===== src/rtl/axi_sram_master.sv =====
// Single-outstanding AXI-lite style master: turns one local read/write command into
// AW->W->B or AR->R channel phases, with a per-phase wait-state timeout.
module axi_sram_master #(
  parameter int unsigned TIMEOUT = 255
) (
  input  logic        aclk,
  input  logic        areset_n,

  input  logic        cmd_valid,
  output logic        cmd_ready,
  input  logic        cmd_write,
  input  logic [31:0] cmd_addr,
  input  logic [31:0] cmd_wdata,

  output logic        rsp_valid,
  output logic        rsp_ok,
  output logic        rsp_timeout,
  output logic [31:0] rsp_rdata,

  output logic [31:0] awaddr,
  output logic        awvalid,
  input  logic        awready,

  output logic [31:0] wdata,
  output logic        wvalid,
  input  logic        wready,

  input  logic        bvalid,
  input  logic        bresp,
  output logic        bready,

  output logic [31:0] araddr,
  output logic        arvalid,
  input  logic        arready,

  input  logic [31:0] rdata,
  input  logic        rvalid,
  output logic        rready
);

  typedef enum logic [2:0] {
    StIdle,
    StAw,
    StW,
    StB,
    StAr,
    StR,
    StRsp
  } state_e;

  state_e      state_q, state_d;
  logic [15:0] wait_q;
  logic        hs;
  logic        in_phase;
  logic        expire;

  always_comb begin
    hs = 1'b0;
    unique case (state_q)
      StAw:    hs = awready;
      StW:     hs = wready;
      StB:     hs = bvalid;
      StAr:    hs = arready;
      StR:     hs = rvalid;
      default: hs = 1'b0;
    endcase
  end

  assign in_phase = state_q inside {StAw, StW, StB, StAr, StR};
  // Expire on the cycle whose increment would reach the limit, so valid is high TIMEOUT cycles.
  assign expire = in_phase && !hs && (TIMEOUT != 0) && ((32'(wait_q) + 32'd1) == TIMEOUT);

  always_comb begin
    state_d = state_q;
    unique case (state_q)
      StIdle: if (cmd_valid) state_d = cmd_write ? StAw : StAr;
      StAw: begin
        if (hs)          state_d = StW;
        else if (expire) state_d = StRsp;
      end
      StW: begin
        if (hs)          state_d = StB;
        else if (expire) state_d = StRsp;
      end
      StB:    if (hs || expire) state_d = StRsp;
      StAr: begin
        if (hs)          state_d = StR;
        else if (expire) state_d = StRsp;
      end
      StR:    if (hs || expire) state_d = StRsp;
      StRsp:  state_d = StIdle;
      default: state_d = StIdle;
    endcase
  end

  always_ff @(posedge aclk) begin
    if (!areset_n) begin
      state_q     <= StIdle;
      wait_q      <= '0;
      cmd_ready   <= 1'b1;
      awvalid     <= 1'b0;
      wvalid      <= 1'b0;
      bready      <= 1'b0;
      arvalid     <= 1'b0;
      rready      <= 1'b0;
      rsp_valid   <= 1'b0;
      rsp_ok      <= 1'b0;
      rsp_timeout <= 1'b0;
      rsp_rdata   <= '0;
      awaddr      <= '0;
      wdata       <= '0;
      araddr      <= '0;
    end else begin
      state_q <= state_d;

      if (state_d != state_q) begin
        wait_q <= '0;
      end else if (in_phase && (wait_q != 16'hFFFF)) begin
        wait_q <= wait_q + 16'd1;
      end

      // Channel strobes are registered copies of the next-state decode.
      cmd_ready <= (state_d == StIdle);
      awvalid   <= (state_d == StAw);
      wvalid    <= (state_d == StW);
      bready    <= (state_d == StB);
      arvalid   <= (state_d == StAr);
      rready    <= (state_d == StR);
      rsp_valid <= (state_d == StRsp);

      if (state_q == StIdle && cmd_valid) begin
        if (cmd_write) begin
          awaddr <= cmd_addr;
          wdata  <= cmd_wdata;
        end else begin
          araddr <= cmd_addr;
        end
      end

      if (state_d == StRsp) begin
        if (expire) begin
          rsp_ok      <= 1'b0;
          rsp_timeout <= 1'b1;
          rsp_rdata   <= '0;
        end else if (state_q == StB) begin
          rsp_ok      <= bresp;
          rsp_timeout <= 1'b0;
          rsp_rdata   <= '0;
        end else begin
          rsp_ok      <= 1'b1;
          rsp_timeout <= 1'b0;
          rsp_rdata   <= rdata;
        end
      end
    end
  end

endmodule


===== config.mk =====
export PLATFORM = sky130hd
export DESIGN_NAME = axi_sram_master
export DESIGN_NICKNAME = d
export VERILOG_FILES = /design/src/rtl/axi_sram_master.sv
export SDC_FILE = /design/constraint.sdc
export NUM_CORES = 1
export LEC_CHECK = 0
export CELL_PAD_IN_SITES_DETAIL_PLACEMENT = 0
export CELL_PAD_IN_SITES_GLOBAL_PLACEMENT = 1
export CORE_ASPECT_RATIO = 1.5
export CORE_MARGIN = 4
export CORE_UTILIZATION = 31
export CTS_BUF_LIST = sky130_fd_sc_hd__clkbuf_4 sky130_fd_sc_hd__clkbuf_8 sky130_fd_sc_hd__clkbuf_16
export CTS_CLUSTER_SIZE = 16
export DETAILED_ROUTE_END_ITERATION = 6
export PLACE_DENSITY = 0.89
export SETUP_SLACK_MARGIN = 0.5
export SLEW_MARGIN = 20
export SYNTH_ARGS = -nofsm -noshare
export SYNTH_HDL_FRONTEND = slang
export SYNTH_SLANG_ARGS = --single-unit

===== constraint.sdc =====
create_clock -name aclk -period 3.4 [get_ports aclk]
set_clock_uncertainty 0.1 [all_clocks]
set_input_delay 0.51 -clock aclk [delete_from_list [all_inputs] [get_ports aclk]]
set_output_delay 0.51 -clock aclk [all_outputs]
set_load 0.005 [all_outputs]

Figure 1. Clock wiring as the flow saved it (run 1).
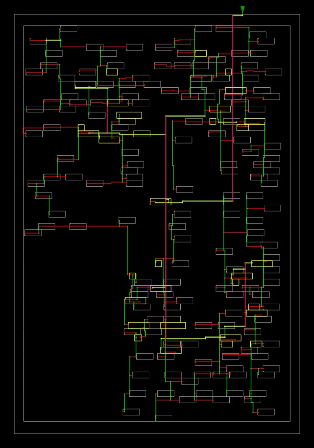
clk latency late pin: 0.42 ns
Clk power: 0.00196 W

Figure 2. Register map, names as in the netlist (run 1).
Other sequential cells in the stronger grey, the rest of the logic in the fainter grey.
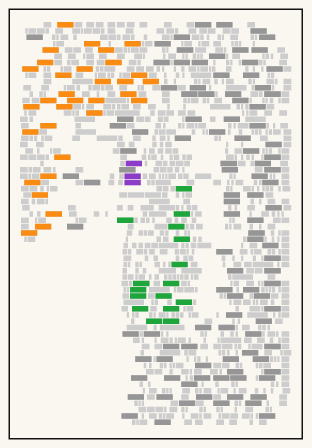
- `rsp_rdata`: orange (sequential cells 32; where top left)
- `state_q`: purple (sequential cells 3)
- `wait_q`: green (sequential cells 16)

==> impl_metrics.csv, run 1 <==
group,metric,value,unit
run_status,status,"complete, no violations",
final_timing,tightest_slew,0.698,ns
layout,final_cell_area,0.00976,mm²
final_timing,fmax,364,MHz
synthesis,yosys_cells,792,
critical_path,rrSetupSlack,0.66,ns
floorplanning,initial_core_util,0.315,
floorplanning,die_y,185,µm
detailed_routing,drtPass1Iterations,5,
layout,nClkBuffers,24,
job,drv_cap,0,
clocking,clk_pin_slew,0.06,ns
floorplanning,die_width,126,µm
layout,multi_input_comb_cells,567,
synthesis,synthArstFlopShare,0,
clocking,cts_hold_buf,0,
layout,seq_share,0.320,
min_path,hold_path_end,"araddr[1]",
global_routing,overflow,0,
power,power_leakage,3.38,nW
layout,n_fill_cell,1979,
synthesis,enable_flop_cells,0,
floorplanning,die_area,0.0232,mm²
global_routing,grt_max_degree,79,
detailed_routing,vias_per_cell,4.81,
layout,area_share_nonclk_buffers,0.266,
floorplanning,tapCellCount,264,
critical_path,timing.critical_path.to,"rsp_rdata[10]",
critical_path,r2r-start,"wait_q[1]",
clocking,clock-sinks,156,
critical_path,crit_required,3.65,ns
synthesis,yosysWarnings,0,
floorplanning,core,0.0204,mm²
detailed_routing,ant_nets,0,
synthesis,syn_area_per_cell,8.13,µm²
detailed_routing,drt-initial-drc-count,330,
layout,buffers,258,
synthesis,syn_nets,901,
final_timing,whs,0.352,ns
critical_path,cp_num_buf_inv,2,
layout,finish.utilization,0.478,
global_routing,antenna_found_initial,0,
layout,stdcell_count,1283,
synthesis,ys_seq_frac,0.485,
final_timing,rsz0062_at_grt,"false",
layout,areaGrowthSynthToFinish,51.5,%
min_path,whs_path_depth,2,
placed_design,gp_congestion,0.829,
critical_path,reg2reg_depth,10,
placed_design,place_ws,0.131,ns
critical_path,cp.arrival,2.99,ns
power,power_density,465,mW/mm²
synthesis,synth_chip_area,0.00644,mm²
placed_design,place_area,0.00906,mm²
placed_design,placed_cells,1248,
clocking,cts_tree,"yes",
detailed_routing,wl_per_cell,15.4,µm
synthesis,ff_type,"dfxtp_1",
layout,logic_area,0.00306,mm²
placed_design,dp_hpwl,13700,µm
critical_path,slowest_stage,"dfxtp_1",
critical_path,worstReg2RegEnd,"rsp_rdata[10]",
min_path,holdCritStartpoint,"araddr[1]",
clocking,root_buffer,"clkbuf_16",
final_timing,setup_violations,0,
layout,nets,1115,
placed_design,port_buffers,242,
min_path,hp-class,"flop to flop",
layout,layout-drive-gt1-share,0.0677,
clocking,cts_max_level,4,
final_timing,slew_violations,0,
layout,final-seq-area,0.00312,mm²
final_timing,worst_slack,0.656,ns
layout,lay_top_count,"nand2_1",
synthesis,ys.flops,156,
critical_path,endpoint_kind,"flop",
floorplanning,rows,64,
clocking,numCtsBuffers,17,
critical_path,cp-start-kind,"flop",
Figure 3. Selected gate families (run 1).
The bar under the picture is 50 µm long.
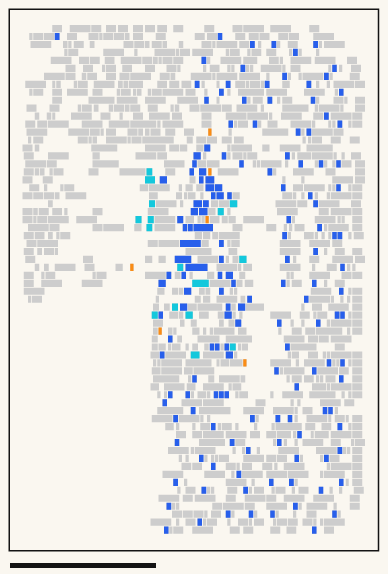
- AND and OR gates: cyan (cells 16; where middle)
- inverting AOI/OAI gates: blue (cells 151)
- inverters: orange (cells 6)

[run 1: repair_timing]
action	CTS	global route
endpoints found under the setup margin	18	55
buffers inserted	0	2
gates resized	2	6
gates cloned	0	1
pin swaps	0	3
[run 1: synth_stat cells, types with 4 or more instances]
cell      count  area (µm²)
nand2_1     254         953
dfxtp_1     156        3120
a21oi_1     125         626
clkbuf_1     41         154
nand3_1      40         200
mux2i_1      35         350
xnor2_1      13         114
buf_2        12        60.1
nand4_1       9        56.3
nor2_1        9        33.8
and3_1        6        37.5
inv_1         6        22.5
nor3_1        6        30.0
o211ai_1      5        37.5
and2_1        4        25.0
buf_1         4        15.0
buf_6         4        45.0
nand2b_1      4        25.0
nand3b_1      4        30.0
[run 1: registers in the layout, summed over array words and instances (netlist names), 3 cells and up]
name       cells
wdata         32
rsp_rdata     32
wait_q        16
awaddr        32
araddr        32
state_q        3
[run 1: cells by family (layout without fill, tap and decap cells)]
group                      after synthesis  count (layout)  share of synthesized area
and+or+nand+nor                        359             359                      0.251
DFF                                    156             156                      0.485
AOI/OAI and AO/OA                      154             154                      0.134
buffers and inverters                   69             296                     0.0480
muxes                                   35              35                     0.0544
xor gates and xnor gates                16              16                     0.0218
adders and majority gates                3               3                    0.00583
[run 1: worst register-to-register path, stage by stage (launching register included)]
cell,delay [ns]
dfxtp_1,0.44
ha_4,0.22
nand4_1,0.26
nor3_2,0.21
xor2_1,0.11
and4bb_4,0.37
a31oi_4,0.14
a211oi_4,0.22
buf_4,0.18
clkbuf_16,0.21
mux2i_1,0.21
[run 1: per-layer routing]
layer  track usage  share of wire
met1         0.180           0.40
met3        0.0438          0.053
met4        0.0686          0.028
met2         0.292           0.52
met5             0              0
[run 1: where the power goes]
part           switching (W)  internal [W]
sequential         0.0000467       0.00191
combinational       0.000299      0.000334
clock               0.000747       0.00121
==> inputs of run 2 (changes only) <==
--- a/config.mk
+++ b/config.mk
@@ -9,11 +9,11 @@
 export CELL_PAD_IN_SITES_GLOBAL_PLACEMENT = 1
 export CORE_ASPECT_RATIO = 1.5
 export CORE_MARGIN = 4
-export CORE_UTILIZATION = 31
+export CORE_UTILIZATION = 28
 export CTS_BUF_LIST = sky130_fd_sc_hd__clkbuf_4 sky130_fd_sc_hd__clkbuf_8 sky130_fd_sc_hd__clkbuf_16
 export CTS_CLUSTER_SIZE = 16
 export DETAILED_ROUTE_END_ITERATION = 6
-export PLACE_DENSITY = 0.89
+export PLACE_DENSITY = 0.85
 export SETUP_SLACK_MARGIN = 0.5
 export SLEW_MARGIN = 20
 export SYNTH_ARGS = -nofsm -noshare
==> constraint.sdc (replaced) <==
create_clock -name aclk -period 2.5 [get_ports aclk]
set_clock_uncertainty 0.1 [all_clocks]
set_input_delay 0.375 -clock aclk [delete_from_list [all_inputs] [get_ports aclk]]
set_output_delay 0.375 -clock aclk [all_outputs]
set_load 0.005 [all_outputs]
==> run 2 against run 1 <==
Sequential power up 36%. Register-to-register slack worse by 0.62 ns. Global-route usage increased by 0.13 points. Critical path depth increased by 1. Critical path type unchanged. Total power rose by 45%. Synthesized cell count is the same.
==> impl_metrics.csv, run 2 <==
group,metric,value,unit
run_status,status,"complete, no violations",
critical_path,rrSetupSlack,0.04,ns
clocking,root_buffer,"clkbuf_16",
placed_design,placed_cells,1291,
synthesis,syn_nets,901,
synthesis,enable_flop_cells,0,
synthesis,synth_chip_area,0.00644,mm²
floorplanning,core,0.0225,mm²
synthesis,ys.flops,156,
detailed_routing,met2_length,11200,µm
power,pwr-share-clk,0.445,
placed_design,place_ws,-0.0861,ns
detailed_routing,wl_met1,8190,µm
synthesis,top_cell_area_share,0.485,
placed_design,dp_hpwl,14800,µm
critical_path,endpoint_kind,"flop",
detailed_routing,vias_per_cell,4.77,
layout,layout-drive-gt1-share,0.142,
power,power_leakage,3.68,nW
floorplanning,die_y,194,µm
final_timing,slew_violations,0,
clocking,numCtsBuffers,17,
final_timing,setup_violations,0,
detailed_routing,drt-initial-drc-count,358,
layout,areaGrowthSynthToFinish,62.3,%
global_routing,overflow,0,
critical_path,crit_required,2.75,ns
global_routing,grt_util_met3,0.0444,
detailed_routing,drtPass1Iterations,5,
synthesis,yosysMostFrequentCell,"nand2_1",
critical_path,slowest_stage,"or4_4",
power,p_sw_frac,0.232,
floorplanning,die_area,0.0255,mm²
clocking,clock-sinks,156,
synthesis,ys_seq_frac,0.485,
global_routing,grt_max_degree,100,
## run 2: path summary, 6_finish.rpt
path                                 start            to  cells past startpoint
worst min register to register  araddr[22]    araddr[22]                      2
worst max-delay path             wait_q[1]  rsp_rdata[9]                     11
worst max register to register   wait_q[1]  rsp_rdata[9]                     11
worst min-delay path            araddr[22]    araddr[22]                      2
## run 2: power by group through the flow
| stage | Sequential (W) | Combinational [W] | Clock (W) |
|---|---|---|---|
| finish | 0.00266 | 0.00100 | 0.00293 |
| global route | 0.00267 | 0.00109 | 0.00311 |
| CTS | 0.00266 | 0.000972 | 0.00300 |
| detailed placement | 0.00271 | 0.000945 | 0 |
| global placement | 0.00271 | 0.000939 | 0 |
| floorplan | 0.00271 | 0.000371 | 0 |
## run 2: kinds of logic (layout without fill, tap and decap cells)
| kind of cell | after synthesis | in the layout | share of synthesized area |
|---|---|---|---|
| other cells | 0 | 1 | 0 |
| simple gates | 359 | 359 | 0.251 |
| buf+inv | 69 | 336 | 0.0480 |
| fa+ha+maj | 3 | 3 | 0.00583 |
| compound gates | 154 | 154 | 0.134 |
| flops | 156 | 156 | 0.485 |
| mux | 35 | 35 | 0.0544 |
| xor+xnor | 16 | 16 | 0.0218 |
## run 2: area by class of cell
class	instances	area, µm²	share of cell area
tap	276	345	0.0330
antenna	1	2.50	0.000239
clock buffer	25	517	0.0494
inverter	6	22.5	0.00215
timing repair buffer	299	3010	0.288
sequential	156	3140	0.300
multi-input combinational	567	3260	0.312
clock inverter	6	155	0.0148
## run 2: what timing repair did
item / 4_1_cts / 5_1_grt
pin swaps: 2 / 17
setup endpoints to repair: 60 / 92
cloned: 4 / 1
setup buffers: 4 / 4
resized: 26 / 36
Figure 4. Register map, names as in the netlist (run 2).
Other sequential cells in the stronger grey, the rest of the logic in the fainter grey.
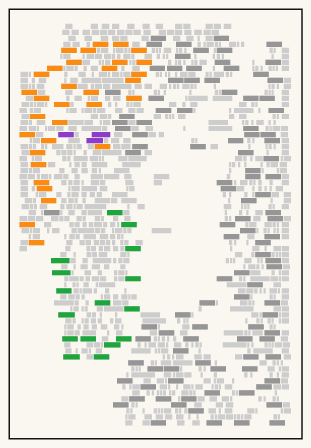
- `wait_q`: green (sequential cells 16)
- `rsp_rdata`: orange (sequential cells 32; where top left)
- `state_q`: purple (sequential cells 3)

==> inputs of run 3 (changes only) <==
--- a/config.mk
+++ b/config.mk
@@ -8,12 +8,12 @@
 export CELL_PAD_IN_SITES_DETAIL_PLACEMENT = 0
 export CELL_PAD_IN_SITES_GLOBAL_PLACEMENT = 1
 export CORE_ASPECT_RATIO = 1.5
-export CORE_MARGIN = 4
-export CORE_UTILIZATION = 28
-export CTS_BUF_LIST = sky130_fd_sc_hd__clkbuf_4 sky130_fd_sc_hd__clkbuf_8 sky130_fd_sc_hd__clkbuf_16
+export CORE_MARGIN = 2
+export CORE_UTILIZATION = 29
+export CTS_BUF_LIST = sky130_fd_sc_hd__clkbuf_2 sky130_fd_sc_hd__clkbuf_4 sky130_fd_sc_hd__clkbuf_8
 export CTS_CLUSTER_SIZE = 16
 export DETAILED_ROUTE_END_ITERATION = 6
-export PLACE_DENSITY = 0.85
+export PLACE_DENSITY = 0.88
 export SETUP_SLACK_MARGIN = 0.5
 export SLEW_MARGIN = 20
 export SYNTH_ARGS = -nofsm -noshare
==> run 3 against run 2 <==
The flow now finishes with violations (setup timing). Highest routed layer is now met4. Critical path depth did not move. Critical endpoint is now rsp_rdata[21]. Via count decreased by 0.83%. Largest cell class unchanged. Worst setup slack got worse by 0.058 ns.
==> impl_metrics.csv, run 3 <==
group,metric,value,unit
global_routing,grt_max_degree,72,
floorplanning,initial_core_util,0.296,
synthesis,ys.flops,156,
global_routing,overflow,0,
critical_path,worstReg2RegEnd,"rsp_rdata[21]",
min_path,holdCritStartpoint,"wdata[2]",
placed_design,place_ws,-0.0267,ns
clocking,clock-sinks,156,
critical_path,crit_required,2.78,ns
floorplanning,core,0.0217,mm²
layout,layout-drive-gt1-share,0.142,
critical_path,cp_num_buf_inv,3,
detailed_routing,via_count,6326,
synthesis,ys_seq_frac,0.485,
critical_path,reg2reg_depth,11,
critical_path,cp-start-kind,"flop",
power,power_leakage,3.58,nW
final_timing,worst_slack,-0.0219,ns
critical_path,cp-startpoint,"wait_q[0]",
layout,finish.utilization,0.470,
detailed_routing,totalWireLength,20500,µm
detailed_routing,ant_nets,0,
final_timing,fmax,397,MHz
placed_design,dp_hpwl,13700,µm
synthesis,top_cell_area_share,0.485,
clocking,numCtsBuffers,17,
synthesis,synth_chip_area,0.00644,mm²
synthesis,ys_types,54,
final_timing,fin_crit,2.52,ns
final_timing,slew_violations,0,
critical_path,crit_family,"simple AND/OR/NAND/NOR gates",
final_timing,whs,0.354,ns
clocking,clockBufferDepth,2,
layout,areaGrowthSynthToFinish,58.4,%
power,pwr-share-clk,0.335,
detailed_routing,drt-initial-drc-count,311,
run_status,status,"finished with violations",
critical_path,crit_cells,11,
detailed_routing,met3WireLength,1030,µm
critical_path,endpoint_kind,"flop",
clocking,root_buffer,"clkbuf_8",
critical_path,slowest_stage,"or4_4",
clocking,cts_hold_buf,0,
detailed_routing,wl_per_cell,15.4,µm
min_path,whs_path_depth,2,
clocking,cts_tree,"yes",
final_timing,setup_violations,3,
placed_design,placed_cells,1288,
power,p_seq_frac,0.485,
detailed_routing,vias_per_cell,4.74,
floorplanning,rows,66,
floorplanning,die_area,0.0234,mm²
layout,n_antenna_cell,0,
detailed_routing,wl_met1,7990,µm
synthesis,syn_nets,901,
global_routing,antenna_found_initial,0,
run_status,violations,"setup timing",
synthesis,yosysMostFrequentCell,"nand2_1",
power,p_sw_frac,0.268,
synthesis,enable_flop_cells,0,
final_timing,rsz0062_at_grt,"true",
critical_path,rrSetupSlack,-0.02,ns
power,power_switching,0.00146,W
critical_path,timing.critical_path.to,"rsp_rdata[21]",
critical_path,r2r-start,"wait_q[0]",
floorplanning,die_y,186,µm
critical_path,worstSetupPathType,"flop to flop",
critical_path,crit_path_max_incr_delay,0.44,ns
detailed_routing,drtPass1Iterations,4,
detailed_routing,met2_length,11100,µm
power,ir_drop,0.286,mV
critical_path,crit_chain,"ha_4 > nand4_1 > buf_4 > nor2_4 > or4_4 > nand2_4 > a31oi_4 > a211oi_4 > buf_6 > buf_12 > mux2i_2",
min_path,hold_path_end,"wdata[2]",
[run 3: metrics by stage]
stage	TNS [ns]	power [W]	instance area [µm²]
after global routing	-4.12	0.00574	10200
after floorplan	0	0.00308	6540
after global placement	0	0.00363	9420
final	-0.0272	0.00546	10200
after CTS	0	0.00554	10100
after detailed placement	-0.0358	0.00364	9420
[run 3: cells by family (layout without fill, tap and decap cells)]
family | after synthesis | count (layout) | synth area share
adders and majority gates | 3 | 3 | 0.00583
DFF | 156 | 156 | 0.485
AOI/OAI and AO/OA | 154 | 154 | 0.134
xor gates and xnor gates | 16 | 16 | 0.0218
and+or+nand+nor | 359 | 359 | 0.251
muxes | 35 | 35 | 0.0544
buffers and inverters | 69 | 340 | 0.0480
[run 3: area by class of cell]
cell class,instances,area (µm²),share of cell area
multi-input cells,567,3240,0.318
flip-flops and latches,156,3140,0.308
repair buffers,302,3070,0.301
well taps,272,340,0.0334
clock buffers,22,290,0.0285
clock inverters,10,90.1,0.00883
inverters,6,22.5,0.00221
[run 3: what timing repair did]
action / in CTS / in global routing
gates cloned: 3 / 2
endpoints found under the setup margin: 60 / 60
setup buffers: 9 / 1
pin swaps: 3 / 9
resized: 32 / 14
[run 3: power by group through the flow]
stage / registers [W] / logic (W) / clock network, W
2_1_floorplan: 0.00271 / 0.000371 / 0
3_3_place_gp: 0.00271 / 0.000927 / 0
4_1_cts: 0.00265 / 0.000979 / 0.00191
3_5_place_dp: 0.00271 / 0.000933 / 0
6_report: 0.00265 / 0.000984 / 0.00183
5_1_grt: 0.00267 / 0.00107 / 0.00200
[run 3: per-layer routing]
| layer | vias up | track usage |
|---|---|---|
| li1 | 3177 | - |
| met4 | 0 | 0.0641 |
| met1 | 2927 | 0.181 |
| met2 | 193 | 0.325 |
| met5 | - | 0 |
| met3 | 29 | 0.0356 |
Figure 5. Metal layers overlaid (run 3).
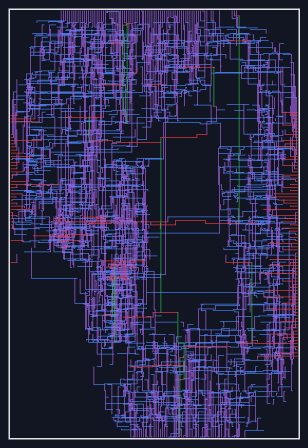
- metal 1: blue (wire length 7990 µm)
- metal 3: red (wire length 1030 µm)
- metal 2: purple (wire length 11100 µm)
- metal 4: green (wire length 424 µm)

Power figures rest on the tool's default switching activity, not on a simulated workload.
